File: config.mk
export PLATFORM = sky130hd
export DESIGN_NAME = tvm_vpi_ram_dma_flat
export DESIGN_NICKNAME = d
export VERILOG_FILES = /design/src/rtl/tvm_vpi_ram_dma_if.sv /design/src/rtl/tvm_vpi_ram_dma.sv /design/src/flat_wrapper.sv
export SDC_FILE = /design/constraint.sdc
export NUM_CORES = 1
export LEC_CHECK = 0
export ABC_AREA = 1
export CAP_MARGIN = 10
export CORE_ASPECT_RATIO = 1.4
export CORE_MARGIN = 2
export CORE_UTILIZATION = 56
export CTS_CLUSTER_DIAMETER = 150
export DETAILED_ROUTE_END_ITERATION = 6
export PLACE_DENSITY = 0.84
export SYNTH_ARGS = -nofsm -noshare
export SYNTH_HDL_FRONTEND = slang
export SYNTH_SLANG_ARGS = --single-unit
export TNS_END_PERCENT = 50
File: constraint.sdc
create_clock -name clk -period 3.7 [get_ports clk]
set_clock_uncertainty 0.05 [all_clocks]
set_input_delay 0.74 -clock clk [delete_from_list [all_inputs] [get_ports clk]]
set_output_delay 0.74 -clock clk [all_outputs]
set_load 0.02 [all_outputs]
File: src/rtl/tvm_vpi_ram_dma_if.sv
// Command and RAM-side signal bundle for tvm_vpi_ram_dma.
// master is the copy sequencer; slave is the host plus RAM environment.
interface tvm_vpi_ram_dma_if #(
  parameter int unsigned WIDTH = 8
);
  logic             cmd_valid;
  logic             cmd_ready;
  logic [31:0]      cmd_src_addr;
  logic [31:0]      cmd_dst_addr;
  logic [31:0]      cmd_size;
  logic             busy;
  logic             done;
  logic             ram_read_req;
  logic [31:0]      ram_read_addr;
  logic [31:0]      ram_read_size;
  logic             ram_write_req;
  logic [31:0]      ram_write_addr;
  logic [31:0]      ram_write_size;
  logic             ram_read_dequeue;
  logic [WIDTH-1:0] ram_read_data;
  logic             ram_read_valid;
  logic             ram_write_enable;
  logic [WIDTH-1:0] ram_write_data;
  logic             ram_write_full;

  modport master (
    input  cmd_valid, cmd_src_addr, cmd_dst_addr, cmd_size,
    input  ram_read_data, ram_read_valid, ram_write_full,
    output cmd_ready, busy, done,
    output ram_read_req, ram_read_addr, ram_read_size,
    output ram_write_req, ram_write_addr, ram_write_size,
    output ram_read_dequeue, ram_write_enable, ram_write_data
  );

  modport slave (
    output cmd_valid, cmd_src_addr, cmd_dst_addr, cmd_size,
    output ram_read_data, ram_read_valid, ram_write_full,
    input  cmd_ready, busy, done,
    input  ram_read_req, ram_read_addr, ram_read_size,
    input  ram_write_req, ram_write_addr, ram_write_size,
    input  ram_read_dequeue, ram_write_enable, ram_write_data
  );
endinterface

File: src/rtl/tvm_vpi_ram_dma.sv
// Copy sequencer: splits a word copy into bursts of at most MAX_BURST words and
// streams each word from the RAM read port to its write port.
module tvm_vpi_ram_dma #(
  parameter int unsigned WIDTH     = 8,
  parameter int unsigned MAX_BURST = 16
) (
  input  logic               clk,
  input  logic               rst,
  tvm_vpi_ram_dma_if.master  bus
);

  typedef enum logic [1:0] {StIdle, StIssue, StMove, StDone} state_e;

  localparam logic [31:0] MaxBurst = 32'(MAX_BURST);

  state_e      state_q, state_d;
  logic [31:0] src_q, src_d;
  logic [31:0] dst_q, dst_d;
  logic [31:0] rem_q, rem_d;
  logic [31:0] burst_q, burst_d;
  logic [31:0] beat_cnt_q, beat_cnt_d;
  logic [31:0] rd_addr_q, rd_addr_d;
  logic [31:0] wr_addr_q, wr_addr_d;
  logic [31:0] size_q, size_d;
  logic [31:0] burst_now;
  logic        beat;
  logic        issuing;

  assign burst_now = (rem_q < MaxBurst) ? rem_q : MaxBurst;
  assign issuing   = (state_q == StIssue);
  // Beat handshake stays purely combinational on the stream flags.
  assign beat      = (state_q == StMove) && bus.ram_read_valid && !bus.ram_write_full;

  always_comb begin
    state_d    = state_q;
    src_d      = src_q;
    dst_d      = dst_q;
    rem_d      = rem_q;
    burst_d    = burst_q;
    beat_cnt_d = beat_cnt_q;
    rd_addr_d  = rd_addr_q;
    wr_addr_d  = wr_addr_q;
    size_d     = size_q;
    unique case (state_q)
      StIdle: begin
        if (bus.cmd_valid) begin
          src_d   = bus.cmd_src_addr;
          dst_d   = bus.cmd_dst_addr;
          rem_d   = bus.cmd_size;
          state_d = (bus.cmd_size == 32'd0) ? StDone : StIssue;
        end
      end
      StIssue: begin
        burst_d    = burst_now;
        beat_cnt_d = 32'd0;
        rd_addr_d  = src_q;
        wr_addr_d  = dst_q;
        size_d     = burst_now;
        state_d    = StMove;
      end
      StMove: begin
        if (beat) begin
          beat_cnt_d = beat_cnt_q + 32'd1;
          if (beat_cnt_d == burst_q) begin
            rem_d   = rem_q - burst_q;
            src_d   = src_q + burst_q;
            dst_d   = dst_q + burst_q;
            state_d = (rem_q == burst_q) ? StDone : StIssue;
          end
        end
      end
      StDone: state_d = StIdle;
    endcase
  end

  always_ff @(posedge clk) begin
    if (rst) begin
      state_q    <= StIdle;
      src_q      <= '0;
      dst_q      <= '0;
      rem_q      <= '0;
      burst_q    <= '0;
      beat_cnt_q <= '0;
      rd_addr_q  <= '0;
      wr_addr_q  <= '0;
      size_q     <= '0;
    end else begin
      state_q    <= state_d;
      src_q      <= src_d;
      dst_q      <= dst_d;
      rem_q      <= rem_d;
      burst_q    <= burst_d;
      beat_cnt_q <= beat_cnt_d;
      rd_addr_q  <= rd_addr_d;
      wr_addr_q  <= wr_addr_d;
      size_q     <= size_d;
    end
  end

  assign bus.cmd_ready = (state_q == StIdle);
  assign bus.busy      = (state_q != StIdle);
  assign bus.done      = (state_q == StDone);

  // Request fields are live during ISSUE and hold the last issued burst afterwards.
  assign bus.ram_read_req   = issuing;
  assign bus.ram_write_req  = issuing;
  assign bus.ram_read_addr  = issuing ? src_q : rd_addr_q;
  assign bus.ram_write_addr = issuing ? dst_q : wr_addr_q;
  assign bus.ram_read_size  = issuing ? burst_now : size_q;
  assign bus.ram_write_size = issuing ? burst_now : size_q;

  assign bus.ram_read_dequeue = beat;
  assign bus.ram_write_enable = beat;
  assign bus.ram_write_data   = bus.ram_read_data;

endmodule
File: src/flat_wrapper.sv
// flat-port wrapper written by rule: the top's interface ports become plain ports
module tvm_vpi_ram_dma_flat 
#(
  parameter int unsigned WIDTH     = 8,
  parameter int unsigned MAX_BURST = 16
)
  (clk, rst, bus_cmd_valid, bus_cmd_src_addr, bus_cmd_dst_addr, bus_cmd_size, bus_ram_read_data, bus_ram_read_valid, bus_ram_write_full, bus_cmd_ready, bus_busy, bus_done, bus_ram_read_req, bus_ram_read_addr, bus_ram_read_size, bus_ram_write_req, bus_ram_write_addr, bus_ram_write_size, bus_ram_read_dequeue, bus_ram_write_enable, bus_ram_write_data);
  tvm_vpi_ram_dma_if #(.WIDTH(WIDTH)) bus_i ();
  input  logic clk;
  input  logic rst;
  input wire logic [$bits(bus_i.cmd_valid)-1:0] bus_cmd_valid;
  input wire logic [$bits(bus_i.cmd_src_addr)-1:0] bus_cmd_src_addr;
  input wire logic [$bits(bus_i.cmd_dst_addr)-1:0] bus_cmd_dst_addr;
  input wire logic [$bits(bus_i.cmd_size)-1:0] bus_cmd_size;
  input wire logic [$bits(bus_i.ram_read_data)-1:0] bus_ram_read_data;
  input wire logic [$bits(bus_i.ram_read_valid)-1:0] bus_ram_read_valid;
  input wire logic [$bits(bus_i.ram_write_full)-1:0] bus_ram_write_full;
  output wire logic [$bits(bus_i.cmd_ready)-1:0] bus_cmd_ready;
  output wire logic [$bits(bus_i.busy)-1:0] bus_busy;
  output wire logic [$bits(bus_i.done)-1:0] bus_done;
  output wire logic [$bits(bus_i.ram_read_req)-1:0] bus_ram_read_req;
  output wire logic [$bits(bus_i.ram_read_addr)-1:0] bus_ram_read_addr;
  output wire logic [$bits(bus_i.ram_read_size)-1:0] bus_ram_read_size;
  output wire logic [$bits(bus_i.ram_write_req)-1:0] bus_ram_write_req;
  output wire logic [$bits(bus_i.ram_write_addr)-1:0] bus_ram_write_addr;
  output wire logic [$bits(bus_i.ram_write_size)-1:0] bus_ram_write_size;
  output wire logic [$bits(bus_i.ram_read_dequeue)-1:0] bus_ram_read_dequeue;
  output wire logic [$bits(bus_i.ram_write_enable)-1:0] bus_ram_write_enable;
  output wire logic [$bits(bus_i.ram_write_data)-1:0] bus_ram_write_data;
  assign bus_i.cmd_valid = bus_cmd_valid;
  assign bus_i.cmd_src_addr = bus_cmd_src_addr;
  assign bus_i.cmd_dst_addr = bus_cmd_dst_addr;
  assign bus_i.cmd_size = bus_cmd_size;
  assign bus_i.ram_read_data = bus_ram_read_data;
  assign bus_i.ram_read_valid = bus_ram_read_valid;
  assign bus_i.ram_write_full = bus_ram_write_full;
  assign bus_cmd_ready = bus_i.cmd_ready;
  assign bus_busy = bus_i.busy;
  assign bus_done = bus_i.done;
  assign bus_ram_read_req = bus_i.ram_read_req;
  assign bus_ram_read_addr = bus_i.ram_read_addr;
  assign bus_ram_read_size = bus_i.ram_read_size;
  assign bus_ram_write_req = bus_i.ram_write_req;
  assign bus_ram_write_addr = bus_i.ram_write_addr;
  assign bus_ram_write_size = bus_i.ram_write_size;
  assign bus_ram_read_dequeue = bus_i.ram_read_dequeue;
  assign bus_ram_write_enable = bus_i.ram_write_enable;
  assign bus_ram_write_data = bus_i.ram_write_data;
  tvm_vpi_ram_dma #(.WIDTH(WIDTH), .MAX_BURST(MAX_BURST)) u_core (.clk(clk), .rst(rst), .bus(bus_i));
endmodule
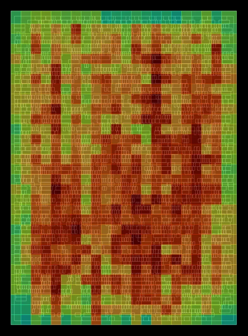
Figure 1: run 1, track usage over the die.
Avg WL per Cell: 18.16 µm
GR peak layer: met2
Final Core Density: 67.00%

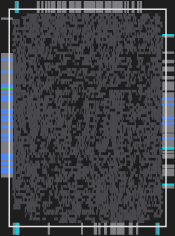
Figure 2: run 1, ports around the boundary.
Scale: 1 px per µm. Pins as bars across the die edge, other pins in gray.
| port | color | pins | direction | edge |
|---|---|---|---|---|
| bus_ram_write_data | cyan | 8 | output | 4 bottom, 3 right, 1 top |
| bus_ram_write_size | blue | 32 | output | 27 left, 5 right |
| bus_ram_write_req | green | 1 | output | left |
all pins by edge: 92 left, 71 right, 62 top, 27 bottom
Die W: 155.2 µm
chip height: 215.7 µm
number of buffers added on ports: 235

==> qor.txt, run 1 <==
Psw = 0.007015 W
GP Congestion = 1.019
DR pass1 iterations = 5
Met2 WL = 30120 µm
First-pass GRT wire length = 97300 µm
Syn Std Cell Area = 0.01793 mm²
Signal buf overhead = 12.23%
Syn Inst Count = 2932
WHS Path Cells = 2
Final setup fails = 0
LEAKAGE = 10.12 nW
Status = finished, final reports clean
HPWL after DPL = 47950 µm
Area reported by Yosys stat = 0.01793 mm²
Logic pwr share = 55.3%
Final antenna-violating net count = 0
CTS Sinks = 258
Mean post-synth cell area = 6.116 µm²
CLK BUF = 40
Sequential cell area share = 24.40%
Most frequent cell after synthesis = nand2_1
Via density = 5.661
Slowest-stage cell, CP = clkdlybuf4s50_1
Flop area = 0.005165 mm²
Comb area leader = simple AND/OR/NAND/NOR gates
Row cnt = 77
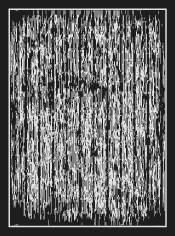
Figure 3: run 1, met2 routing.
Scale: 1 px per µm.
share of all routed wire: 48%
wire length on this layer: 30.1 mm
nets with wire on the layer: 2682
drt total wl: 63320 µm
DR vias: 19740
GR Util met2: 64.47%

==> run 1: per-layer routing <==
| layer | vias to the layer above | track usage [%] |
|---|---|---|
| met5 | - | 0 |
| met3 | 302 | 5.201 |
| met2 | 870 | 64.47 |
| met4 | 0 | 30.46 |
| li1 | 9600 | - |
| met1 | 8968 | 38.78 |
==> run 1: tightest hold or removal path: stages, from the launching register on <==
cell	delay [ns]
dfxtp_1	0.30
inv_1	0.06
nor3_1	0.05
==> run 1: sequential cells by signal (all words and copies together) (netlist names) <==
signal,cells
u_core.rem_q,32
u_core.state_q,2
u_core.beat_cnt_q,32
u_core.dst_q,32
u_core.size_q,32
u_core.rd_addr_q,32
u_core.burst_q,32
u_core.src_q,32
u_core.wr_addr_q,32
==> run 1: cell usage in the layout, fill, tap and decap left out, types with 14 or more instances in the layout <==
master,n
or2_2,91
nor2_1,452
o21ai_0,198
nor3_1,66
xor2_1,22
nand4_1,38
nand2_1,770
clkbuf_16,27
nand3_1,156
nor4_1,14
clkdlybuf4s50_1,234
xnor2_1,15
ha_1,94
inv_1,335
buf_4,18
dfxtp_1,258
a21oi_1,201
==> run 1: worst max path at each step <==
stage	start	endpoint	cells after the start
floorplan	u_core.state_q[0]$_SDFFE_PP0P_	bus_ram_write_size[22]	6
detailed placement	u_core.burst_q[2]$_SDFFE_PP0P_	u_core.rem_q[28]$_SDFFE_PP0P_	15
global placement	u_core.burst_q[2]$_SDFFE_PP0P_	u_core.rem_q[28]$_SDFFE_PP0P_	15
global route	u_core.state_q[0]$_SDFFE_PP0P_	bus_ram_write_addr[31]	7
CTS	u_core.rem_q[23]$_SDFFE_PP0P_	bus_ram_write_size[0]	8
finish	u_core.rem_q[23]$_SDFFE_PP0P_	bus_ram_write_size[0]	8
==> inputs of run 2 (changes only) <==
--- a/config.mk
+++ b/config.mk
@@ -5,14 +5,14 @@
 export SDC_FILE = /design/constraint.sdc
 export NUM_CORES = 1
 export LEC_CHECK = 0
-export ABC_AREA = 1
 export CAP_MARGIN = 10
 export CORE_ASPECT_RATIO = 1.4
 export CORE_MARGIN = 2
-export CORE_UTILIZATION = 56
+export CORE_UTILIZATION = 55
 export CTS_CLUSTER_DIAMETER = 150
 export DETAILED_ROUTE_END_ITERATION = 6
-export PLACE_DENSITY = 0.84
+export PLACE_DENSITY_LB_ADDON = 0.15
+export SKIP_LAST_GASP = 1
 export SYNTH_ARGS = -nofsm -noshare
 export SYNTH_HDL_FRONTEND = slang
 export SYNTH_SLANG_ARGS = --single-unit
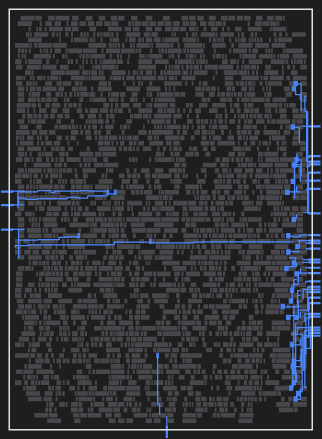
Figure 4: run 2, wires at chosen ports, followed through buffers.
Scale: 2 px per µm.
| port | color | bits | direction | end cells | buffers | wire |
|---|---|---|---|---|---|---|
| bus_ram_write_size | blue | 32 | output | 32 | 32 | 1000 µm |
number of I/O pins: 252

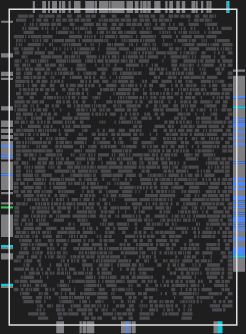
Figure 5: run 2, ports around the boundary.
Scale: 1.5 px per µm. Pins as bars across the die edge, other pins in gray.
| port | color | pins | direction | edge |
|---|---|---|---|---|
| bus_ram_write_req | green | 1 | output | left |
| bus_ram_write_data | cyan | 8 | output | 3 bottom, 2 right, 2 left, 1 top |
| bus_ram_write_size | blue | 32 | output | 28 right, 3 left, 1 bottom |
all pins by edge: 97 right, 68 top, 59 left, 28 bottom
chip height: 209.4 µm
Die W: 150.8 µm

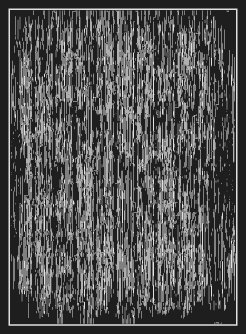
Figure 6: run 2, met2 routing.
Scale: 1.5 px per µm.
main direction: vertical
nets with wire on the layer: 2219
wire length on this layer: 26.5 mm
longest straight run: 50.9 µm
drt total wl: 54680 µm
DR vias: 16724

==> qor.txt, run 2 <==
Syn Std Cell Area = 0.01658 mm²
Final setup fails = 0
Slew Limit Fails = 0
Comb area leader = simple AND/OR/NAND/NOR gates
Layout Cells excl Fill = 2748
Area reported by Yosys stat = 0.01658 mm²
Final Core Density = 67.72%
Yosys cell count = 2183
HPWL after DPL = 38590 µm
Row cnt = 75
Syn Inst Count = 2183
First-pass GRT wire length = 82470 µm
Final antenna-violating net count = 0
Power Clock = 0.00285 W
LEAKAGE = 8.504 nW
Mean post-synth cell area = 7.596 µm²
Psw = 0.002217 W
Via density = 6.086
Worst Path Max Fanout = 6
GR Util met2 = 57.27%
Logic pwr share = 21.1%
Met2 WL = 26470 µm
Slowest-stage cell, CP = clkdlybuf4s50_1
Int Pwr = 0.005215 W
Flop area = 0.005170 mm²
Number of buffers added on ports = 235
Met3 usage in global routing = 4.065%
DR pass1 iterations = 6
Avg WL per Cell = 19.90 µm
Top Layout Cells = 394 x nand2_1, 254 x dfxtp_1, 234 x clkdlybuf4s50_1, 215 x a21oi_1, 211 x nor2_1
Top logic cell by instance count in the layout = nand2_1
GR peak layer = met2
GP Congestion = 0.9454
Most frequent cell after synthesis = nand2_1
CTS Sinks = 258
Inserted Clock Buffers = 27
Status = finished, final reports clean
## run 2: netlist changes by cell type after synthesis, moves of 39 or more
cell,before,now
nor2_1,453,211
and3_1,0,48
or2_2,91,8
and2_1,1,40
nand2_1,771,394
nand3_1,156,39
o21ai_0,199,63
inv_1,336,55
a311oi_1,0,45
xnor2_1,15,83
## run 2: what timing repair did
action,4_1_cts,5_1_grt
resized,1,16
gates cloned,0,5
buffers inserted,0,5
setup endpoints to repair,5,97
pin swaps,0,3
## run 2: final timing paths
kind	slack (ns)	endpoint	cells after the start	startpoint
min reg2reg	0.41	u_core.rd_addr_q[2]$_SDFF_PP0_	2	u_core.rd_addr_q[2]$_SDFF_PP0_
max reg2reg	0.07	u_core.src_q[28]$_SDFFE_PP0P_	11	u_core.beat_cnt_q[4]$_SDFFE_PP0P_
max	0.01	bus_ram_write_size[1]	7	u_core.rem_q[4]$_SDFFE_PP0P_
min	0.41	u_core.rd_addr_q[2]$_SDFF_PP0_	2	u_core.rd_addr_q[2]$_SDFF_PP0_
## run 2: final cells by class
type | count | share of cell area (%)
multi-input combinational | 1696 | 51.41
sequential | 258 | 25.58
inverter | 57 | 1.059
clock inverter | 15 | 0.8110
timing repair buffer | 302 | 15.06
clock buffer | 35 | 3.690
tap | 385 | 2.384
## run 2: worst reg2reg max path, delay by kind of cell, from the launching register on
kind | cells | cell delay [ns]
AND/OR/NAND/NOR | 8 | 2.34
flip-flops | 1 | 0.51
AND-OR/OR-AND | 2 | 0.44
buffers and inverters | 1 | 0.19
## run 2: cell families (layout without fill, tap and decap cells)
group / Yosys count / in the layout
muxes: 3 / 3
xor gates and xnor gates: 122 / 122
adders and majority gates: 97 / 97
AOI/OAI and AO/OA: 546 / 546
DFF: 258 / 258
and+or+nand+nor: 927 / 928
buffers and inverters: 230 / 409
No activity file was given, so power comes from the tool's default toggle rates.
